[src/rtl/note_seq_pkg.sv]
// Shared types and constants for the note sequencer: play states, chart entry layout,
// lane encoding, default start/restart keycodes and a popcount helper.
package note_seq_pkg;

    typedef enum logic [1:0] {
        StIdle  = 2'd0,
        StPlay  = 2'd1,
        StDrain = 2'd2,
        StDone  = 2'd3
    } seq_state_t;

    typedef enum logic [1:0] {
        LaneLeft  = 2'd0,
        LaneDown  = 2'd1,
        LaneUp    = 2'd2,
        LaneRight = 2'd3
    } lane_t;

    typedef struct packed {
        logic        endMark;
        logic        rsvd;
        lane_t       lane;
        logic [11:0] frame;
    } chart_entry_t;

    localparam logic [7:0]  KEY_START   = 8'h2C;
    localparam logic [7:0]  KEY_RESTART = 8'h01;
    localparam logic [11:0] FRAME_MAX   = 12'hFFF;

    function automatic logic [4:0] popcount16(input logic [15:0] v);
        logic [4:0] n;
        n = 5'd0;
        for (int i = 0; i < 16; i++) begin
            n = n + {4'd0, v[i]};
        end
        return n;
    endfunction

endpackage

[src/rtl/note_sequencer_slot_allocator.sv]
// Dropper slot pool: busy vector, lowest-free-slot priority encoder and full flag.
// Releases are applied before allocation so a slot finishing this cycle can be reused at once.
module slot_allocator #(
    parameter int N_SLOTS = 8
) (
    input  logic               frame_clk,
    input  logic               Reset,
    input  logic               i_clear,
    input  logic               i_alloc,
    input  logic [N_SLOTS-1:0] i_release,
    output logic [N_SLOTS-1:0] o_busy,
    output logic [3:0]         o_freeIdx,
    output logic               o_full
);

    logic [N_SLOTS-1:0] r_busy;
    logic [N_SLOTS-1:0] w_held;
    logic [N_SLOTS-1:0] w_setMask;
    logic [3:0]         w_freeIdx;

    assign w_held = r_busy & ~i_release;

    // Scan downwards so the lowest free index wins.
    always_comb begin
        w_freeIdx = 4'd0;
        for (int i = N_SLOTS - 1; i >= 0; i--) begin
            if (!w_held[i]) begin
                w_freeIdx = 4'(i);
            end
        end
    end

    always_comb begin
        w_setMask = '0;
        for (int i = 0; i < N_SLOTS; i++) begin
            w_setMask[i] = i_alloc && (w_freeIdx == 4'(i));
        end
    end

    always_ff @(posedge frame_clk) begin
        if (Reset || i_clear) begin
            r_busy <= '0;
        end else begin
            r_busy <= w_held | w_setMask;
        end
    end

    assign o_busy    = r_busy;
    assign o_freeIdx = w_freeIdx;
    assign o_full    = &w_held;

endmodule

[src/rtl/note_sequencer.sv]
// Song-level sequencer: walks the chart ROM, launches droppers into free slots and scores results.
// Define COMBO_BONUS_EN to score hits double while the running combo is at least 10.
import note_seq_pkg::*;

module note_sequencer #(
    parameter int         N_SLOTS     = 8,
    parameter int         CHART_AW    = 8,
    parameter logic [7:0] START_KEY   = KEY_START,
    parameter logic [7:0] RESTART_KEY = KEY_RESTART
) (
    input  logic                frame_clk,
    input  logic                Reset,
    input  logic [7:0]          keycode,
    output logic [CHART_AW-1:0] chart_addr,
    input  logic [15:0]         chart_data,
    output logic                launch_valid,
    output logic [3:0]          launch_slot,
    output logic [1:0]          launch_lane,
    input  logic [N_SLOTS-1:0]  slot_done,
    input  logic [N_SLOTS-1:0]  slot_hit,
    output logic [N_SLOTS-1:0]  slot_busy,
    output logic [15:0]         score,
    output logic [7:0]          combo,
    output logic [7:0]          misses,
    output logic [1:0]          state
);

    seq_state_t          r_state;
    logic [CHART_AW-1:0] r_chartAddr;
    logic [11:0]         r_frameCnt;
    logic                r_launchValid;
    logic [3:0]          r_launchSlot;
    logic [1:0]          r_launchLane;
    logic [15:0]         r_score;
    logic [7:0]          r_combo;
    logic [7:0]          r_misses;

    chart_entry_t        w_entry;
    logic                w_unusedRsvd;
    logic                w_inPlay;
    logic                w_active;
    logic                w_chartEnd;
    logic                w_noteDue;
    logic                w_doLaunch;
    logic                w_overflow;
    logic [N_SLOTS-1:0]  w_busy;
    logic [N_SLOTS-1:0]  w_resolved;
    logic [N_SLOTS-1:0]  w_busyAfter;
    logic [3:0]          w_freeIdx;
    logic                w_full;
    logic [4:0]          w_hitCnt;
    logic [4:0]          w_missCnt;
    logic                w_anyMiss;
    logic [7:0]          w_comboBase;
    logic [5:0]          w_scoreAdd;
    logic [16:0]         w_scoreSum;
    logic [8:0]          w_comboSum;
    logic [8:0]          w_missSum;

    assign w_entry      = chart_entry_t'(chart_data);
    assign w_unusedRsvd = w_entry.rsvd;

    assign w_inPlay   = (r_state == StPlay);
    assign w_active   = (r_state == StPlay) || (r_state == StDrain);
    assign w_chartEnd = w_entry.endMark || (r_chartAddr == '1);
    assign w_noteDue  = w_inPlay && !w_chartEnd && (w_entry.frame <= r_frameCnt);
    assign w_doLaunch = w_noteDue && !w_full;
    assign w_overflow = w_noteDue && w_full;

    // Done pulses from idle slots are stale and must not score.
    assign w_resolved  = w_active ? (slot_done & w_busy) : '0;
    assign w_busyAfter = w_busy & ~w_resolved;

    slot_allocator #(
        .N_SLOTS (N_SLOTS)
    ) u_alloc (
        .frame_clk (frame_clk),
        .Reset     (Reset),
        .i_clear   (r_state == StIdle),
        .i_alloc   (w_doLaunch),
        .i_release (w_resolved),
        .o_busy    (w_busy),
        .o_freeIdx (w_freeIdx),
        .o_full    (w_full)
    );

    assign w_hitCnt    = popcount16(16'(w_resolved & slot_hit));
    assign w_missCnt   = popcount16(16'(w_resolved & ~slot_hit));
    assign w_anyMiss   = (w_missCnt != 5'd0) || w_overflow;
    assign w_comboBase = w_anyMiss ? 8'd0 : r_combo;

`ifdef COMBO_BONUS_EN
    assign w_scoreAdd = (w_comboBase >= 8'd10) ? {w_hitCnt, 1'b0} : {1'b0, w_hitCnt};
`else
    assign w_scoreAdd = {1'b0, w_hitCnt};
`endif

    assign w_scoreSum = {1'b0, r_score} + 17'(w_scoreAdd);
    assign w_comboSum = {1'b0, w_comboBase} + 9'(w_hitCnt);
    assign w_missSum  = {1'b0, r_misses} + 9'(w_missCnt) + 9'(w_overflow);

    // One chart entry at most per frame; a full pool turns the note into a miss.
    always_ff @(posedge frame_clk) begin
        if (Reset) begin
            r_state       <= StIdle;
            r_chartAddr   <= '0;
            r_frameCnt    <= 12'd0;
            r_launchValid <= 1'b0;
            r_launchSlot  <= 4'd0;
            r_launchLane  <= LaneLeft;
            r_score       <= 16'd0;
            r_combo       <= 8'd0;
            r_misses      <= 8'd0;
        end else begin
            r_launchValid <= 1'b0;
            unique case (r_state)
                StIdle: begin
                    r_chartAddr <= '0;
                    r_frameCnt  <= 12'd0;
                    r_score     <= 16'd0;
                    r_combo     <= 8'd0;
                    r_misses    <= 8'd0;
                    if (keycode == START_KEY) begin
                        r_state <= StPlay;
                    end
                end
                StPlay: begin
                    if (r_frameCnt != FRAME_MAX) begin
                        r_frameCnt <= r_frameCnt + 12'd1;
                    end
                    if (w_chartEnd) begin
                        r_state <= StDrain;
                    end
                    if (w_noteDue) begin
                        r_chartAddr <= r_chartAddr + 1'b1;
                    end
                    if (w_doLaunch) begin
                        r_launchValid <= 1'b1;
                        r_launchSlot  <= w_freeIdx;
                        r_launchLane  <= w_entry.lane;
                    end
                end
                StDrain: begin
                    if (w_busyAfter == '0) begin
                        r_state <= StDone;
                    end
                end
                StDone: begin
                    if (keycode == RESTART_KEY) begin
                        r_state  <= StIdle;
                        r_score  <= 16'd0;
                        r_combo  <= 8'd0;
                        r_misses <= 8'd0;
                    end
                end
            endcase
            if (w_active) begin
                r_score  <= w_scoreSum[16] ? 16'hFFFF : w_scoreSum[15:0];
                r_combo  <= w_comboSum[8]  ? 8'hFF    : w_comboSum[7:0];
                r_misses <= w_missSum[8]   ? 8'hFF    : w_missSum[7:0];
            end
        end
    end

    assign chart_addr   = r_chartAddr;
    assign launch_valid = r_launchValid;
    assign launch_slot  = r_launchSlot;
    assign launch_lane  = r_launchLane;
    assign slot_busy    = w_busy;
    assign score        = r_score;
    assign combo        = r_combo;
    assign misses       = r_misses;
    assign state        = r_state;

endmodule

[config.mk]
export PLATFORM = sky130hd
export DESIGN_NAME = note_sequencer
export DESIGN_NICKNAME = d
export VERILOG_FILES = /design/src/rtl/note_seq_pkg.sv /design/src/rtl/note_sequencer_slot_allocator.sv /design/src/rtl/note_sequencer.sv
export SDC_FILE = /design/constraint.sdc
export NUM_CORES = 1
export LEC_CHECK = 0
export CORE_AREA = 2 2 106 108
export CTS_BUF_LIST = sky130_fd_sc_hd__clkbuf_4
export DETAILED_ROUTE_END_ITERATION = 7
export DIE_AREA = 0 0 108 110
export PLACE_DENSITY = 0.82
export SYNTH_ARGS = -nofsm -noshare
export SYNTH_HDL_FRONTEND = slang
export SYNTH_SLANG_ARGS = --single-unit
[constraint.sdc]
create_clock -name frame_clk -period 5.66 [get_ports frame_clk]
set_input_delay 1.132 -clock frame_clk [delete_from_list [all_inputs] [get_ports frame_clk]]
set_output_delay 1.132 -clock frame_clk [all_outputs]
set_load 0.03 [all_outputs]
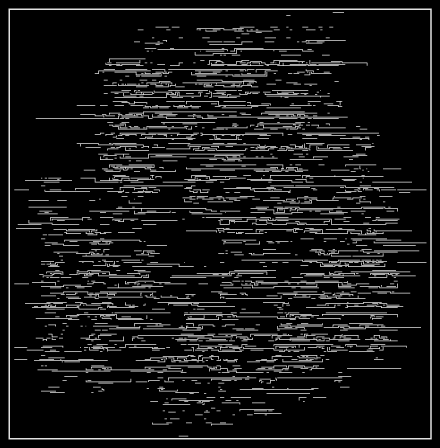
Figure 1: met1 routing.
main direction = horizontal
nets with wire on the layer = 717
longest straight run = 35.9 um
share of all routed wire = 42%

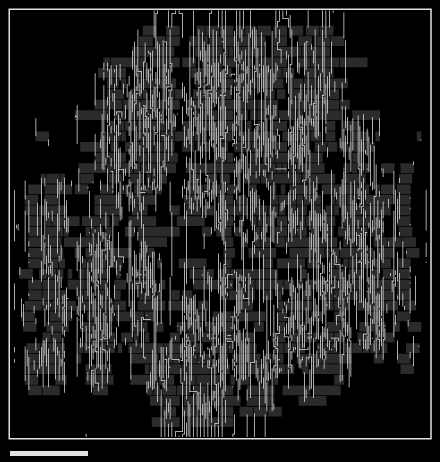
Figure 2: met2 routing.
Bar = 20 um.
main direction = vertical
wire length on this layer = 6820 um
longest straight run = 38.4 um
share of all routed wire = 50%
via count: 4981
met2 global-route usage: 0.393
total detailed-routing wirelength: 13700 um

==> impl_metrics.ini <==
; flow metrics
[logic_synthesis]
edf_count = 0
netlist.top_cell.by_instances = dfxtp_1
synth_async_sr_flop_share = 0
netlist_instances = 582
synth_flops = 68
ys_top_cells_by_area = dfxtp_1, ha_1, a21oi_1
synth.mux.area_fraction = 0.00866
synth.cellmix.adderShare = 0.145
synth.yosys.warnings = 0
synth_xor_xnor_area_share = 0.0202
yosysCellCount = 582
syn_nets = 672
ys_sh_aoi = 0.245
netlist_area_um2 = 4770
synth.yosys.chip_area_um2 = 4770
synth.cellmix.simpleShare = 0.230
ys_types = 75
yosys_most_used_dff = dfxtp_1
syn_area_per_cell_um2 = 8.19
netlist.top_cell.by_area = dfxtp_1
synth.top_cell.area_share = 0.286

[layout]
clock_area_frac = 0.0205
ff_count = 68
fill_cells = 942
stdcell_area_um2 = 6340
final_net_count = 799
syn_to_final_growth_pct = 33.1
largestClassByArea = multi-input combinational cells
finish.cell_count_without_fillers = 854
drive_gt1_frac = 0.158
layout.core_utilization = 0.593
sequential_cell_area_um2 = 1370
buffer_area_frac = 0.200
area.combinational_um2 = 3210
signal_buffers = 139
num_antenna_cells = 0
commonest_cells_after_routing_fill_and_taps_aside = clkdlybuf4s50_1, dfxtp_1, a21oi_1
num-clock-buffers = 10
logic_gate_count = 443
sh_seq_area = 0.216
area.share.combinational = 0.507
largest_register_ffs = 16
final_layout_top_logic_cell = clkdlybuf4s50_1
nonClockInverterCount = 48

[pwr]
cellPowerDensity_nw_per_um2 = 202
power_clock_uw = 309
comb_power_share = 0.367
pwr.group.combinational_uw = 471
p_seq_frac = 0.391
powerSeq_uw = 502
peakVddDrop_v = 0.000151
sw_frac_of_total = 0.394
leakage_nw = 2.43
intPower_uw = 777
switching_power_uw = 506
power.clock.fraction = 0.241
power.total_mw = 1.28
top_power_group = sequential cells

[drt]
antenna_violating_nets_post_route = 0
vias_per_cell = 5.83
first_iter_violations = 279
detail_route.drc_violations = 0
top_layer_used = met4
routedWlPerCell_um = 16.0
wl_met1_um = 5730
met2_wl_post_dr_um = 6820
detailedRoute.firstPassIterationCount = 6
met3WireLength_um = 868

[setup_path]
setup.worst_path.start_class = input port
critPathCapture = combo[0]
worst_path_bufs_invs = 5
family_with_the_most_delay_on_the_worst_path = adder cells
timing.reg2reg.worst_path_depth = 20
cp_data_arrival_time_ns = 5.85
cp_data_required_time_ns = 5.98
cell_chain_of_the_critical_path = dlygate4sd2_1 -> nand4b_1 -> fa_1 -> fa_1 -> inv_2 -> fa_1 -> ha_2 -> inv_2 -> fa_2 -> inv_2 -> nor4_4 -> buf_4 -> and3_1 -> ha_1 -> a21o_1 -> a21oi_2 -> nor2_1 -> and4_1 -> a221o_1
reg2reg_setup_slack_ns = 0.27
worst_path_largest_cell_delay_ns = 0.56
first_element_of_the_critical_path = slot_done[3]
regToRegStartpoint = state[0]
critical_path_depth = 19
critPathMaxFanout = 4
critical_path_start_end_classification = in -> reg
worst_setup_ep_type = flop
crit-reg2reg-capture = combo[0]
slowest_stage = fa_2

[global_routing]
grt.busiest_layer = met2
overflow = 0
maximum_number_of_pins_on_one_net_before_global_route_repair = 29
grt_first_pass_wirelength_um = 22000
grt_antenna_before_repair = 0
first_global_vias = 4873
groute.usage.overall = 0.229
globalRouteMet1Util = 0.285

[floorplanning]
placeableCoreArea_um2 = 10700
std_cell_rows = 38
die-area_um2 = 11900
nWellTaps = 140
fp_util = 0.446
die-width_um = 108
die.size.y_um = 110

[final_timing]
setup_ws_ns = 0.133
report.final.slew_viol_count = 0
finalWorstPathRequiredPeriod_ns = 5.53
slew_at_the_pin_closest_to_its_max_slew_limit_ns = 1.02
fmaxAchievable_mhz = 181
count_of_endpoints_failing_setup_in_the_final_report = 0
setup-tns-final_ns = 0
final_layout_worst_hold_slack_ns = 0.476
finalCritPeriodShare = 0.977
hold_violations = 0
clock_skew_ns = 0.0275

[placed_design]
setup_ws_pre_cts_ns = -0.547
dp_hpwl_um = 10300
portBuffers = 96
globalplace.congestion = 0.882
post_dp_cell_area_um2 = 6110
placed_cells_incl_taps = 831

[outcome]
run_status = finished, final reports clean

[clocking]
cts.sink_count = 68
clock_tree_from_tritoncts = built
clkLatencyLatePin_ns = 0.42
clk_transition_reported_paths_ns = 0.12
cts-resized-gates = 11
cts_setup_buffers = 4
cts-buffers-inserted = 9
hold_buffers_post_cts = 0
ctsLongestPathBuffers = 2
cts_max_level = 3
clockRootBuffer = clkbuf_4

[hold_path]
worstHoldEndpoint = launch_slot[1]
cell_count_of_the_worst_hold_path = 2
hp-start = launch_slot[1]
timing.hold.worst.class = reg -> reg

[run]
cap_viol_max_count = 0
log_warnings = 31
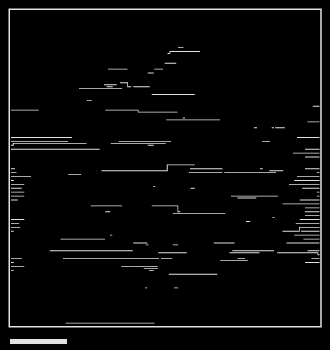
Figure 3: the metal 3 layer.
Bar = 20 um.
share of all routed wire = 6.4%
wire length on this layer = 868 um
global-route met3 utilization: 0.0417

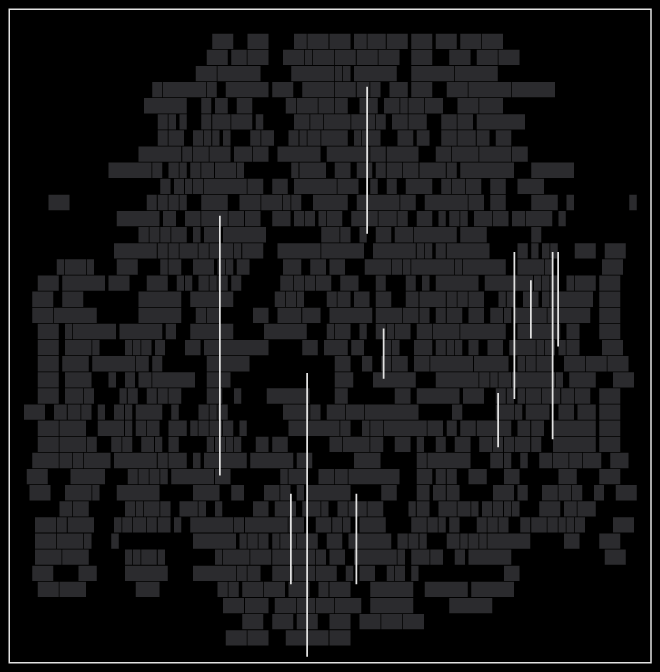
Figure 4: signal wires on met4.
nets with wire on the layer = 10
wire length on this layer = 243 um
share of all routed wire = 1.8%

